`src/rtl/conv_pkg.sv`:
```
// rtl/conv_pkg.sv - shared state encoding, default frame geometry and coordinate width helper
package conv_pkg;

  typedef enum logic [1:0] {
    ST_IDLE   = 2'd0,
    ST_STREAM = 2'd1,
    ST_FLUSH  = 2'd2,
    ST_DONE   = 2'd3
  } state_e;

  localparam int DEFAULT_IMAGE_SIZE  = 28;
  localparam int DEFAULT_KERNEL_SIZE = 5;

  // Never narrower than one bit, so a 1x1 or 2x2 frame still gets a counter.
  function automatic int coord_width(input int n);
    return (n <= 2) ? 1 : $clog2(n);
  endfunction

endpackage

```
`src/rtl/conv_frame_sequencer_raster_counter.sv`:
```
// rtl/conv_frame_sequencer_raster_counter.sv - raster row/col position with last-pixel and window-hit flags
module raster_counter
  import conv_pkg::*;
#(
  parameter int IMAGE_SIZE  = DEFAULT_IMAGE_SIZE,
  parameter int KERNEL_SIZE = DEFAULT_KERNEL_SIZE,
  parameter int CW          = coord_width(IMAGE_SIZE)
) (
  input  logic          clk,
  input  logic          reset,
  input  logic          clear_i,
  input  logic          en_i,
  output logic [CW-1:0] row_o,
  output logic [CW-1:0] col_o,
  output logic          last_pixel_o,
  output logic          window_hit_o
);

  localparam logic [CW-1:0] LAST = CW'(IMAGE_SIZE - 1);
  localparam logic [CW-1:0] KM1  = CW'(KERNEL_SIZE - 1);

  logic [CW-1:0] row_q, row_d;
  logic [CW-1:0] col_q, col_d;

  always_comb begin
    row_d = row_q;
    col_d = col_q;
    if (clear_i) begin
      row_d = '0;
      col_d = '0;
    end else if (en_i) begin
      if (col_q == LAST) begin
        col_d = '0;
        row_d = (row_q == LAST) ? '0 : row_q + CW'(1);
      end else begin
        col_d = col_q + CW'(1);
      end
    end
  end

  always_ff @(posedge clk) begin
    if (reset) begin
      row_q <= '0;
      col_q <= '0;
    end else begin
      row_q <= row_d;
      col_q <= col_d;
    end
  end

  assign row_o        = row_q;
  assign col_o        = col_q;
  assign last_pixel_o = (row_q == LAST) && (col_q == LAST);
  assign window_hit_o = (row_q >= KM1) && (col_q >= KM1);

endmodule

```
`src/rtl/conv_frame_sequencer.sv`:
```
// rtl/conv_frame_sequencer.sv - frame sequencer: start/done control, pixel handshake, one-entry window output stage
module conv_frame_sequencer
  import conv_pkg::*;
#(
  parameter int DATA_WIDTH  = 16,
  parameter int IMAGE_SIZE  = DEFAULT_IMAGE_SIZE,
  parameter int KERNEL_SIZE = DEFAULT_KERNEL_SIZE,
  localparam int CW         = coord_width(IMAGE_SIZE)
) (
  input  logic          clk,
  input  logic          reset,
  input  logic          start,
  input  logic          pix_valid,
  output logic          pix_ready,
  output logic          shift_en,
  output logic          out_valid,
  input  logic          out_ready,
  output logic [CW-1:0] out_row,
  output logic [CW-1:0] out_col,
  output logic          busy,
  output logic          frame_done
);

  if (DATA_WIDTH < 1 || KERNEL_SIZE < 1 || IMAGE_SIZE < KERNEL_SIZE) begin : g_param_check
    $error("conv_frame_sequencer: invalid DATA_WIDTH/IMAGE_SIZE/KERNEL_SIZE");
  end

  localparam logic [CW-1:0] KM1 = CW'(KERNEL_SIZE - 1);

  state_e        state_q, state_d;
  logic          out_valid_q, out_valid_d;
  logic [CW-1:0] out_row_q, out_row_d;
  logic [CW-1:0] out_col_q, out_col_d;
  logic          cnt_clear;
  logic [CW-1:0] row, col;
  logic          last_pixel, window_hit;

  raster_counter #(
    .IMAGE_SIZE  (IMAGE_SIZE),
    .KERNEL_SIZE (KERNEL_SIZE),
    .CW          (CW)
  ) u_raster (
    .clk          (clk),
    .reset        (reset),
    .clear_i      (cnt_clear),
    .en_i         (shift_en),
    .row_o        (row),
    .col_o        (col),
    .last_pixel_o (last_pixel),
    .window_hit_o (window_hit)
  );

  // A pixel may enter whenever the output slot is empty or being drained this cycle.
  assign pix_ready = (state_q == ST_STREAM) && (!out_valid_q || out_ready);
  assign shift_en  = pix_valid && pix_ready;

  always_comb begin
    state_d     = state_q;
    cnt_clear   = 1'b0;
    out_valid_d = out_valid_q;
    out_row_d   = out_row_q;
    out_col_d   = out_col_q;

    case (state_q)
      ST_IDLE: begin
        if (start) begin
          state_d   = ST_STREAM;
          cnt_clear = 1'b1;
        end
      end
      ST_STREAM: begin
        if (shift_en && last_pixel) state_d = ST_FLUSH;
      end
      ST_FLUSH: begin
        if (out_valid_q && out_ready) state_d = ST_DONE;
      end
      ST_DONE: begin
        state_d = ST_IDLE;
      end
      default: state_d = ST_IDLE;
    endcase

    if (shift_en && window_hit) begin
      out_valid_d = 1'b1;
      out_row_d   = row - KM1;
      out_col_d   = col - KM1;
    end else if (out_valid_q && out_ready) begin
      out_valid_d = 1'b0;
    end
  end

  always_ff @(posedge clk) begin
    if (reset) begin
      state_q     <= ST_IDLE;
      out_valid_q <= 1'b0;
      out_row_q   <= '0;
      out_col_q   <= '0;
    end else begin
      state_q     <= state_d;
      out_valid_q <= out_valid_d;
      out_row_q   <= out_row_d;
      out_col_q   <= out_col_d;
    end
  end

  assign out_valid  = out_valid_q;
  assign out_row    = out_row_q;
  assign out_col    = out_col_q;
  assign busy       = (state_q != ST_IDLE);
  assign frame_done = (state_q == ST_DONE);

endmodule

```
`config.mk`:
```
export PLATFORM = sky130hd
export DESIGN_NAME = conv_frame_sequencer
export DESIGN_NICKNAME = d
export VERILOG_FILES = /design/src/rtl/conv_pkg.sv /design/src/rtl/conv_frame_sequencer_raster_counter.sv /design/src/rtl/conv_frame_sequencer.sv
export SDC_FILE = /design/constraint.sdc
export NUM_CORES = 1
export LEC_CHECK = 0
export CORE_MARGIN = 4
export CORE_UTILIZATION = 40
export CTS_CLUSTER_SIZE = 12
export DETAILED_ROUTE_END_ITERATION = 10
export PLACE_DENSITY_LB_ADDON = 0.2
export SYNTH_ARGS = -nofsm -noshare
export SYNTH_HDL_FRONTEND = slang
export SYNTH_SLANG_ARGS = --single-unit
```
`constraint.sdc`:
```
create_clock -name clk -period 2.9 [get_ports clk]
set_input_delay 0.87 -clock clk [delete_from_list [all_inputs] [get_ports clk]]
set_output_delay 0.87 -clock clk [all_outputs]
set_load 0.05 [all_outputs]
```
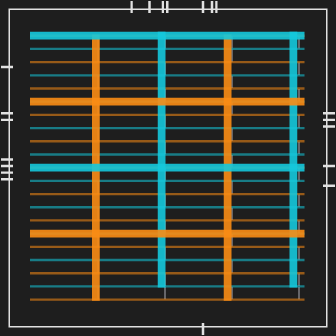
*Supply network*
Pins as bars on the die edge. Tap cells in grey.
legend:
  VDD:
    colour: cyan
  VSS:
    colour: orange
met1 rails: 21
met4 straps: 4

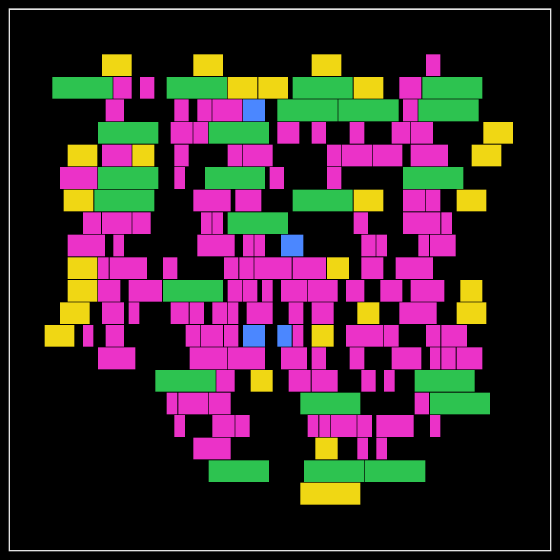
*Cell classes on the final placement*
legend:
  remaining logic cells:
    colour: magenta
    cells: 119
    share_of_their_area: 53%
  remaining buffers and delay cells:
    colour: yellow
    cells: 25
    share_of_their_area: 16%
  sequential cells:
    colour: green
    cells: 23
    share_of_their_area: 30%
  clock drivers and dummy loads:
    colour: blue
    cells: 4
    share_of_their_area: 1.8%
fraction of area in registers: 0.285
post-route cell area: 0.00162 mm^2
Placeable Area: 0.00308 mm^2
floorplan row count: 20
utilization after layout: 0.525

==> deck_impl_summary.md <==
Synthesis and Place & Route Summary

Run status
  – Status: finished clean

Layout
  – Net total in the final layout: between 150 and 200
  – Finished Layout Cells: between 200 and 250
  – Combined area of the multi-input logic cells: between 700 and 800 um^2
  – Total of fill cells in the finished design: 310
  – Footprint of the flip-flops and latches: approximately 460 um^2
  – Area growth syn-to-layout: 23.7%
  – Most common logic cell in the routed design: sky130_fd_sc_hd__dfxtp_1

GRT
  – Met2 Resource Use GR: 0.248
  – Number of global-route vias before repair: 1054
  – First-pass GRT wire length: 4690 um
  – Antenna violations before repair: 0
  – Met1 usage in global routing: 0.168
  – Largest net degree at the start of global routing: 18
  – GR Util All Layers: 0.140
  – Grt peak-use layer: met2

Place
  – Placed instance count: 211
  – Placer's final routability congestion estimate: 0.817
  – DP Area: 0.00159 mm^2
  – Input/output buffers: 19
  – Half-perimeter wire length after detailed placement: 2170 um
  – Pre-CTS setup slack: 0.0548 ns

STA
  – RSZ-0062 raised after global routing: no
  – Final Max Tran Viols: 0
  – Post-route minimum period: roughly 2.8 ns
  – Setup_tns: 0 ns
  – Relative slew margins: 0.622
  – Hold slack final: 0.497 ns
  – Setup violators final: 0
  – Final period utilization: 0.981
  – Maximum clock frequency: 351 MHz
  – Smallest setup slack after layout: between 0.05 and 0.06 ns
  – Transition time at the pin with the least slew margin: 0.553 ns
  – Final clock skew: 0.00239 ns
  – Number of endpoints with negative hold slack in the final report: 0

Pwr
  – Highest ir drop seen on vdd: about 0.35 mV
  – Leakage power figure: 0.000592 uW
  – Power density normalized to cell area: 461 mW/mm^2

Clocking
  – Gates resized, CTS repair: 0
  – Max Buffers Root-to-Sink: 2
  – Root Driver: sky130_fd_sc_hd__clkbuf_4
  – TritonCTS buffer count: 3
  – Sinks on Clock Net: 23
  – Count of buffers added by post-CTS timing repair for setup: 0

Critical path
  – Worst path required time: 2.03 ns
  – Arrival time reported for the critical path endpoint: 1.98 ns
  – Largest fanout on the critical path: 3
  – Critical path endpoint category: output pin
  – Critical path launch point type: primary input
  – Type of the setup path with the least slack: primary input to output pin

Floorplan
  – IO Count: 20
  – Chip area: 0.00424 mm^2
  – Horiz. Die Dim: 65.1 um
  – Die extent in y: 65.1 um
  – Fraction of the core area occupied by cells at floorplan: 0.424

Logic synthesis
  – Yosys warning tally: 0
  – Dominant register cell in the synthesized netlist: sky130_fd_sc_hd__dfxtp_1
  – Sequential fraction of the synthesis area: 0.352
  – Chip area estimate from yosys synthesis: 0.00131 mm^2
  – Yosys cell count: between 100 and 150
  – Top cell type by total area after synthesis: sky130_fd_sc_hd__dfxtp_1
  – Share of the synthesized area in the top cell type: 0.352
  – Gate count of the mapped netlist: 146
  – Post-synthesis cell type with the largest instance count: sky130_fd_sc_hd__dfxtp_1
  – Biggest area cells: sky130_fd_sc_hd__dfxtp_1 35%, sky130_fd_sc_hd__ha_1 15%, sky130_fd_sc_hd__a21oi_1 7.3%
  – Mean Syn Cell Area: 8.95 um^2
  – Post-synthesis instance area: 0.00131 mm^2
  – Async set-reset flop share out of synthesis: 0
  – Flip-flops with a built-in enable: 0
  – Syn nets: around 170

Hold path
  – Worst hold-check path type: flop to flop

Detailed routing
  – Drt wl/cell: around 13 um
  – DRC violation total after the first TritonRoute iteration: 51
  – Via density per instance: approximately 5.1
  – Vias: 1104
  – Detailed Routing Iterations Pass 1: 4
  – Number of antenna-violating nets in the routed design: 0

Job
  – Max capacitance violation total: 0
  – Number of warnings the tools reported: 37
worst max-delay path: stages:
cell,delay [ns]
sky130_fd_sc_hd__clkdlybuf4s50_1,0.47
sky130_fd_sc_hd__or2b_1,0.26
sky130_fd_sc_hd__and2_2,0.19
sky130_fd_sc_hd__buf_4,0.18
path summary, 6_finish.rpt:
kind	slack (ns)	start	cells past startpoint	to
worst max-delay path	0.05	out_ready	4	pix_ready
worst min-delay path	0.50	out_row[2]$_SDFFE_PP0P_	2	out_row[2]$_SDFFE_PP0P_
worst min register to register	0.50	out_row[2]$_SDFFE_PP0P_	2	out_row[2]$_SDFFE_PP0P_
worst max register to register	0.81	u_raster.row_o[0]$_SDFFE_PP0P_	7	out_row[3]$_SDFFE_PP0P_
metal layers:
| layer | vias to the layer above | wire length [um] |
|---|---|---|
| li1 | 559 | - |
| met1 | 516 | 1210 |
| met2 | 24 | 1420 |
| met3 | 5 | 109 |
| met4 | 0 | 47 |
| met5 | - | 0 |
kinds of logic after synthesis:
group / count (synthesis) / synth area share
XOR/XNOR: 4 / 0.0268
flip-flops: 23 / 0.352
AND/OR/NAND/NOR: 46 / 0.203
buffers and inverters: 15 / 0.0441
AND-OR/OR-AND: 39 / 0.197
adder cells (fa/ha/maj): 16 / 0.153
multiplexers: 3 / 0.0230
sequential cells by signal, indices dropped and copies added (netlist names):
register / cells
out_valid: 1
out_row: 5
out_col: 5
state_q: 2
u_raster.row_o: 5
u_raster.col_o: 5
power by group:
part           switching (uW)  internal (uW)
registers                14.5            328
logic                     150            103
clock network            97.7           51.6
final cells by class:
type / instances / share of cell area
inverters: 11 / 0.0256
multi-input cells: 108 / 0.488
flip-flops and latches: 23 / 0.285
repair buffers: 25 / 0.150
well taps: 44 / 0.0341
clock buffers: 3 / 0.0139
clock inverters: 1 / 0.00310
Power figures rest on the tool's default switching activity, not on a simulated workload.
